Fig. 1: where the registers sit
Bar = 20 um. Other sequential cells in the stronger grey, the rest of the logic in the fainter grey.
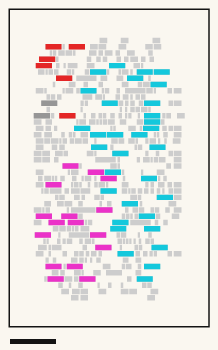
Fig. 2: gate-type map
Bar = 20 um.
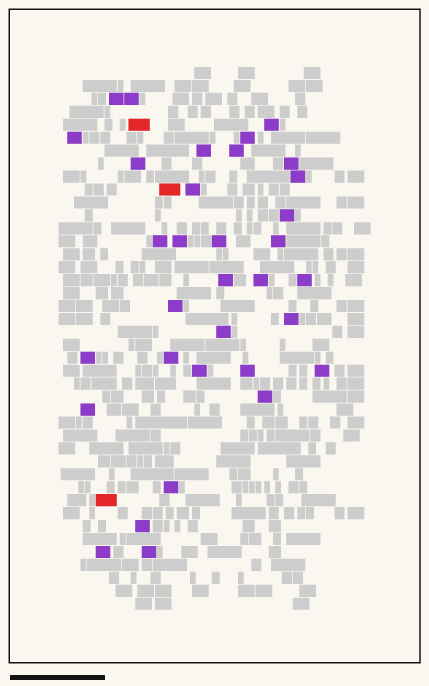
Fig. 3: placement by cell class
Bar = 20 um.
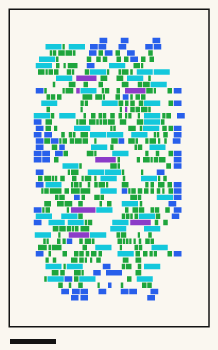
===== src/rtl/pipe_ctrl.sv =====
// pipe_ctrl: pipeline stall/flush/halt controller.
// A four-state FSM (RUN, WAIT_MD, HALT, ERR) produces the pipeline enables.
// The enables are combinational in RUN and are forced low in every other state.
//
// Ports:
//   clk, rst          clock; synchronous active-high reset
//   ic_ready          icache has a valid instruction this cycle
//   dc_busy           dcache access outstanding (stalls the whole pipe)
//   ld_use_hazard     ID needs a load result still in EX
//   id_invalid        ID instruction is wrong-path (mispredicted)
//   md_start/md_done  multi-cycle mul/div handshake
//   halt_req          ebreak in EX
//   front_en/back_en  advance PC/IF/ID and EX/MEM/WB
//   ex_bubble         load a NOP into EX
//   id_flush          squash the ID instruction
//   halted            core halted (sticky until rst)
//   md_timeout        mul/div watchdog fired (sticky until rst)
//   stall_cnt         RUN/WAIT_MD cycles with front_en=0, wraps at 2^32
//   flush_cnt         saturating count of id_flush cycles
module pipe_ctrl #(
  parameter int MD_TIMEOUT  = 63,
  parameter int FLUSH_CNT_W = 16
) (
  input  logic                   clk,
  input  logic                   rst,
  input  logic                   ic_ready,
  input  logic                   dc_busy,
  input  logic                   ld_use_hazard,
  input  logic                   id_invalid,
  input  logic                   md_start,
  input  logic                   md_done,
  input  logic                   halt_req,
  output logic                   front_en,
  output logic                   back_en,
  output logic                   ex_bubble,
  output logic                   id_flush,
  output logic                   halted,
  output logic                   md_timeout,
  output logic [31:0]            stall_cnt,
  output logic [FLUSH_CNT_W-1:0] flush_cnt
);

  localparam logic [1:0] S_RUN     = 2'd0;
  localparam logic [1:0] S_WAIT_MD = 2'd1;
  localparam logic [1:0] S_HALT    = 2'd2;
  localparam logic [1:0] S_ERR     = 2'd3;

  // The watchdog only has to reach MD_TIMEOUT (6 bits for the default of 63).
  localparam int WD_W = (MD_TIMEOUT < 2) ? 1 : $clog2(MD_TIMEOUT + 1);
  localparam logic [WD_W-1:0] WD_MAX = WD_W'(MD_TIMEOUT);

  logic [1:0]             r_state;
  logic [WD_W-1:0]        r_wd;
  logic [31:0]            r_stall_cnt;
  logic [FLUSH_CNT_W-1:0] r_flush_cnt;

  logic       w_front_en;
  logic       w_back_en;
  logic       w_ex_bubble;
  logic       w_id_flush;
  logic [1:0] w_next;

  // Enables. All of them are low while rst is high and outside RUN.
  // id_invalid masks the load-use hazard: a wrong-path consumer is squashed,
  // so it does not need to wait for the load.
  always_comb begin
    w_front_en  = 1'b0;
    w_back_en   = 1'b0;
    w_ex_bubble = 1'b0;
    if (!rst && r_state == S_RUN) begin
      if (dc_busy) begin
        w_back_en = 1'b0;
      end else if (!ic_ready || (ld_use_hazard && !id_invalid)) begin
        w_back_en   = 1'b1;
        w_ex_bubble = 1'b1;
      end else begin
        w_front_en = 1'b1;
        w_back_en  = 1'b1;
      end
    end
  end

  assign w_id_flush = id_invalid && w_back_en;

  // Next state. halt_req and md_start are only sampled while the back end moves.
  always_comb begin
    w_next = r_state;
    case (r_state)
      S_RUN: begin
        if (w_back_en) begin
          if (halt_req)      w_next = S_HALT;
          else if (md_start) w_next = S_WAIT_MD;
        end
      end
      S_WAIT_MD: begin
        // md_done takes priority over a timeout in the same cycle.
        if (md_done)               w_next = S_RUN;
        else if (r_wd == WD_MAX)   w_next = S_ERR;
      end
      default: w_next = r_state;  // HALT and ERR are left only by rst
    endcase
  end

  always_ff @(posedge clk) begin
    if (rst) begin
      r_state     <= S_RUN;
      r_wd        <= '0;
      r_stall_cnt <= '0;
      r_flush_cnt <= '0;
    end else begin
      r_state <= w_next;

      if (r_state == S_RUN && w_next == S_WAIT_MD)
        r_wd <= '0;
      else if (r_state == S_WAIT_MD)
        r_wd <= r_wd + 1'b1;

      if ((r_state == S_RUN || r_state == S_WAIT_MD) && !w_front_en)
        r_stall_cnt <= r_stall_cnt + 32'd1;

      if (w_id_flush && r_flush_cnt != '1)
        r_flush_cnt <= r_flush_cnt + 1'b1;
    end
  end

  // Every output reads 0 while rst is high, whatever the held state is.
  assign front_en   = w_front_en;
  assign back_en    = w_back_en;
  assign ex_bubble  = w_ex_bubble;
  assign id_flush   = w_id_flush;
  assign halted     = !rst && r_state == S_HALT;
  assign md_timeout = !rst && r_state == S_ERR;
  assign stall_cnt  = rst ? 32'd0 : r_stall_cnt;
  assign flush_cnt  = rst ? '0 : r_flush_cnt;

endmodule


===== config.mk =====
export PLATFORM = sky130hd
export DESIGN_NAME = pipe_ctrl
export DESIGN_NICKNAME = d
export VERILOG_FILES = /design/src/rtl/pipe_ctrl.sv
export SDC_FILE = /design/constraint.sdc
export NUM_CORES = 1
export LEC_CHECK = 0
export CAP_MARGIN = 20
export CELL_PAD_IN_SITES_DETAIL_PLACEMENT = 0
export CELL_PAD_IN_SITES_GLOBAL_PLACEMENT = 1
export CORE_AREA = 10 10 76 127
export DETAILED_ROUTE_END_ITERATION = 10
export DIE_AREA = 0 0 86 137
export PLACE_DENSITY_LB_ADDON = 0.3
export SLEW_MARGIN = 10
export SYNTH_ARGS = -nofsm -noshare
export SYNTH_HDL_FRONTEND = slang
export SYNTH_SLANG_ARGS = --single-unit

===== constraint.sdc =====
create_clock -name clk -period 3.3 [get_ports clk]
set_input_delay 0.66 -clock clk [delete_from_list [all_inputs] [get_ports clk]]
set_output_delay 0.66 -clock clk [all_outputs]
set_load 0.01 [all_outputs]

==> results_tabular.tex <==
% Implementation results table
\begin{tabular}{lr}
\hline
Metric & Value \\
\hline
\multicolumn{2}{l}{\textbf{Status}} \\
Run status & finished, final reports clean \\
\multicolumn{2}{l}{\textbf{Yosys}} \\
Share of synthesized cell area in and-or and or-and compound cells & 0.0730 \\
Area share, top type & 0.380 \\
Number of register bits inferred by synthesis & 56 \\
Post-synthesis xor/xnor area fraction & 0.0980 \\
Cells in synth\_stat.txt & 370 \\
Main synth FF type & dfxtp\_1 \\
Syn Area/Cell & 7.97 um2 \\
Adder Share, Synth & 0.0127 \\
Cell type contributing the most total cell area after synthesis & dfxtp\_1 \\
Cell area after synthesis & about 2900 um2 \\
Post-synthesis cell type with the largest instance count & dfxtp\_1 \\
Top cells by area & dfxtp\_1 38\%, nor2b\_1 9.1\%, xnor2\_1 7.1\% \\
Most common library cells after synthesis & 56 x dfxtp\_1, 54 x nor2\_1, 43 x nor2b\_1 \\
Count of mapped cells out of synthesis & about 370 \\
Yosys synthesis warning count & 0 \\
Post-Synth Simple-Gate Area & 0.375 \\
Flip-flops with a built-in enable & 0 \\
\multicolumn{2}{l}{\textbf{Place}} \\
Port-buffer cells & 62 \\
Instance area after placement & 3660 um2 \\
Global placer's final weighted congestion & 0.824 \\
HPWL after DPL & 5.43 mm \\
\multicolumn{2}{l}{\textbf{Floorplanning}} \\
Die Width & 86 um \\
Core region area & between 7000 and 8000 um2 \\
Die Area & 11800 um2 \\
IO Count & 63 \\
\multicolumn{2}{l}{\textbf{Worst setup path}} \\
Cell type with the highest occurrence count on the critical path & clkdlybuf4s50\_1 \\
Worst path top cell family by delay & buffers and inverters \\
Worst setup path startpoint & dc\_busy \\
CP max stage delay & 540 ps \\
Worst setup SP type & input pin \\
Top fanout value on the critical path & 5 \\
Data arrival, critical path & 2440 ps \\
Crit Path Category & in -> out \\
Critical path, cell by cell & clkdlybuf4s50\_1, or4\_1, inv\_1, nand3\_1, clkinv\_1, clkdlybuf4s50\_1 \\
Worst path buffer plus inverter count & 4 \\
Reg2reg start & r\_state[1]\$\_SDFF\_PP0\_ \\
Cell with the largest stage delay on the worst path & clkdlybuf4s50\_1 \\
\multicolumn{2}{l}{\textbf{Timing}} \\
Remaining max-slew budget at the tightest pin & 0.677 \\
Crit share post-route & 0.941 \\
Worst hold margin & $\sim$480 ps \\
Fmax achieved & 322 MHz \\
Final setup violation count & 0 \\
Setup Skew & 8.52 ps \\
Fin. Hold Viols & 0 \\
Final Slew Violations & 0 \\
Final critical path time including I/O delays and setup & approximately 3100 ps \\
\multicolumn{2}{l}{\textbf{Run}} \\
Max-cap check violation count & 0 \\
Tool warnings & 26 \\
\multicolumn{2}{l}{\textbf{Clock tree}} \\
Clk buf depth & 2 \\
Number of clock sinks & 56 \\
Number of instances resized during post-cts repair & 0 \\
Clock transition at the registers of the reported paths & 70 ps \\
TritonCTS clock tree & yes \\
Library cell used as clock root buffer & clkbuf\_16 \\
Postcts setup bufs & 0 \\
\multicolumn{2}{l}{\textbf{Power and ir drop}} \\
Proportion of power drawn by the clock network & 0.441 \\
Static Leakage & 1.26 nW \\
VDD IR max & 0.000282 V \\
Cell-internal power & 1.08 mW \\
Power density of the placed cells & $\sim$360 nW/um2 \\
Share of total power in sequential cells & 0.500 \\
\multicolumn{2}{l}{\textbf{GRT}} \\
Antenna violations before repair & 0 \\
Via count of the first global-routing pass & between 2000 and 3000 \\
Wire length of the first global-routing pass & around 12 mm \\
Leftover overflow at the end of global routing & 0 \\
Largest net degree at the start of global routing & 99 \\
All-layer global routing usage & 0.128 \\
\multicolumn{2}{l}{\textbf{Layout}} \\
Highest-count logic cell in the final layout & clkdlybuf4s50\_1 \\
Area added between synthesis and finish & 29.8\% \\
Design Area, Final & 3830 um2 \\
Leading cell types in the layout, fill and taps excluded & 61 x clkdlybuf4s50\_1, 56 x dfxtp\_1, 54 x nor2\_1 \\
Layout cells sized above 1 & 0.0512 \\
Final-layout fill cell count & roughly 770 \\
Number of nets at the end of the flow & 441 \\
\multicolumn{2}{l}{\textbf{Route}} \\
Number of detailed-route iterations in the first pass & 4 \\
Wirelength per Cell & roughly 14 um \\
Antenna Nets Post-Route & 0 \\
Iteration-0 DRC Markers & between 100 and 150 \\
\multicolumn{2}{l}{\textbf{Hold path}} \\
Worst hold start & r\_stall\_cnt[31]\$\_SDFFE\_PP0P\_ \\
Class of the tightest hold or removal check & reg -> reg \\
\hline
\end{tabular}
Back to the opening pictures, Fig. 1:
Magenta is r_flush_cnt, sequential cells 16. Red is r_wd, sequential cells 6, where upper left. Cyan is r_stall_cnt, sequential cells 32.
Another 2 sequential cells are not coloured.

Back to the opening pictures, Fig. 2:
Purple is XOR/XNOR gates, cells 33. Red is adder and majority cells, cells 3.

Back to the opening pictures, Fig. 3:
Green is all other logic, cells 297, share of their area 47%. Purple is clock drivers and dummy loads, cells 8, share of their area 4.4%. Blue is other buffers and delay cells, cells 69, share of their area 18%. Cyan is flip-flops, cells 56, share of their area 30%.

[cells by family after synthesis]
logic type,after synthesis
AOI/OAI and AO/OA,38
xor gates and xnor gates,33
adders and majority gates,3
buffers and inverters,31
DFF,56
muxes,5
and+or+nand+nor,204
[layer usage]
| layer | up-vias | GRT usage | share of wire |
|---|---|---|---|
| li1 | 1382 | - | - |
| met4 | 0 | 0.0478 | 0.014 |
| met3 | 8 | 0.0417 | 0.054 |
| met5 | - | 0 | 0 |
| met1 | 1217 | 0.127 | 0.40 |
| met2 | 41 | 0.237 | 0.53 |
[power groups by stage]
stage               Sequential (mW)  Clock (mW)  Combinational, mW
floorplan                     0.704           0             0.0510
global placement              0.708           0             0.0828
detailed placement            0.708           0             0.0842
CTS                           0.692       0.622             0.0844
global route                  0.693       0.647             0.0915
finish                        0.692       0.610             0.0826
[cell type report]
cell class / instances / area, um2 / area share
Multi-Input combinational cell: 283 / 1700 / 0.444
Timing Repair Buffer: 69 / 681 / 0.178
Inverter: 14 / 52.6 / 0.0137
Tap cell: 88 / 110 / 0.0288
Clock buffer: 6 / 129 / 0.0337
Clock inverter: 2 / 35.0 / 0.00915
Sequential cell: 56 / 1120 / 0.293
[worst paths after layout]
path	end	slack (ps)	cells past startpoint
max	front_en	200	6
min	r_stall_cnt[31]$_SDFFE_PP0P_	480	2
max reg2reg	r_stall_cnt[29]$_SDFFE_PP0P_	990	6
min reg2reg	r_stall_cnt[31]$_SDFFE_PP0P_	480	2
[metrics by stage]
step	setup slack, ps	std cells
finish	196	518
global route	26.2	518
CTS	165	518
detailed placement	171	510
global placement	197	510
floorplan	771	370
[state kept, by name (all words and copies together) (netlist names)]
name / flops
r_stall_cnt: 32
r_wd: 6
r_flush_cnt: 16
r_state: 2
Power is estimated from default activity; no workload was simulated.
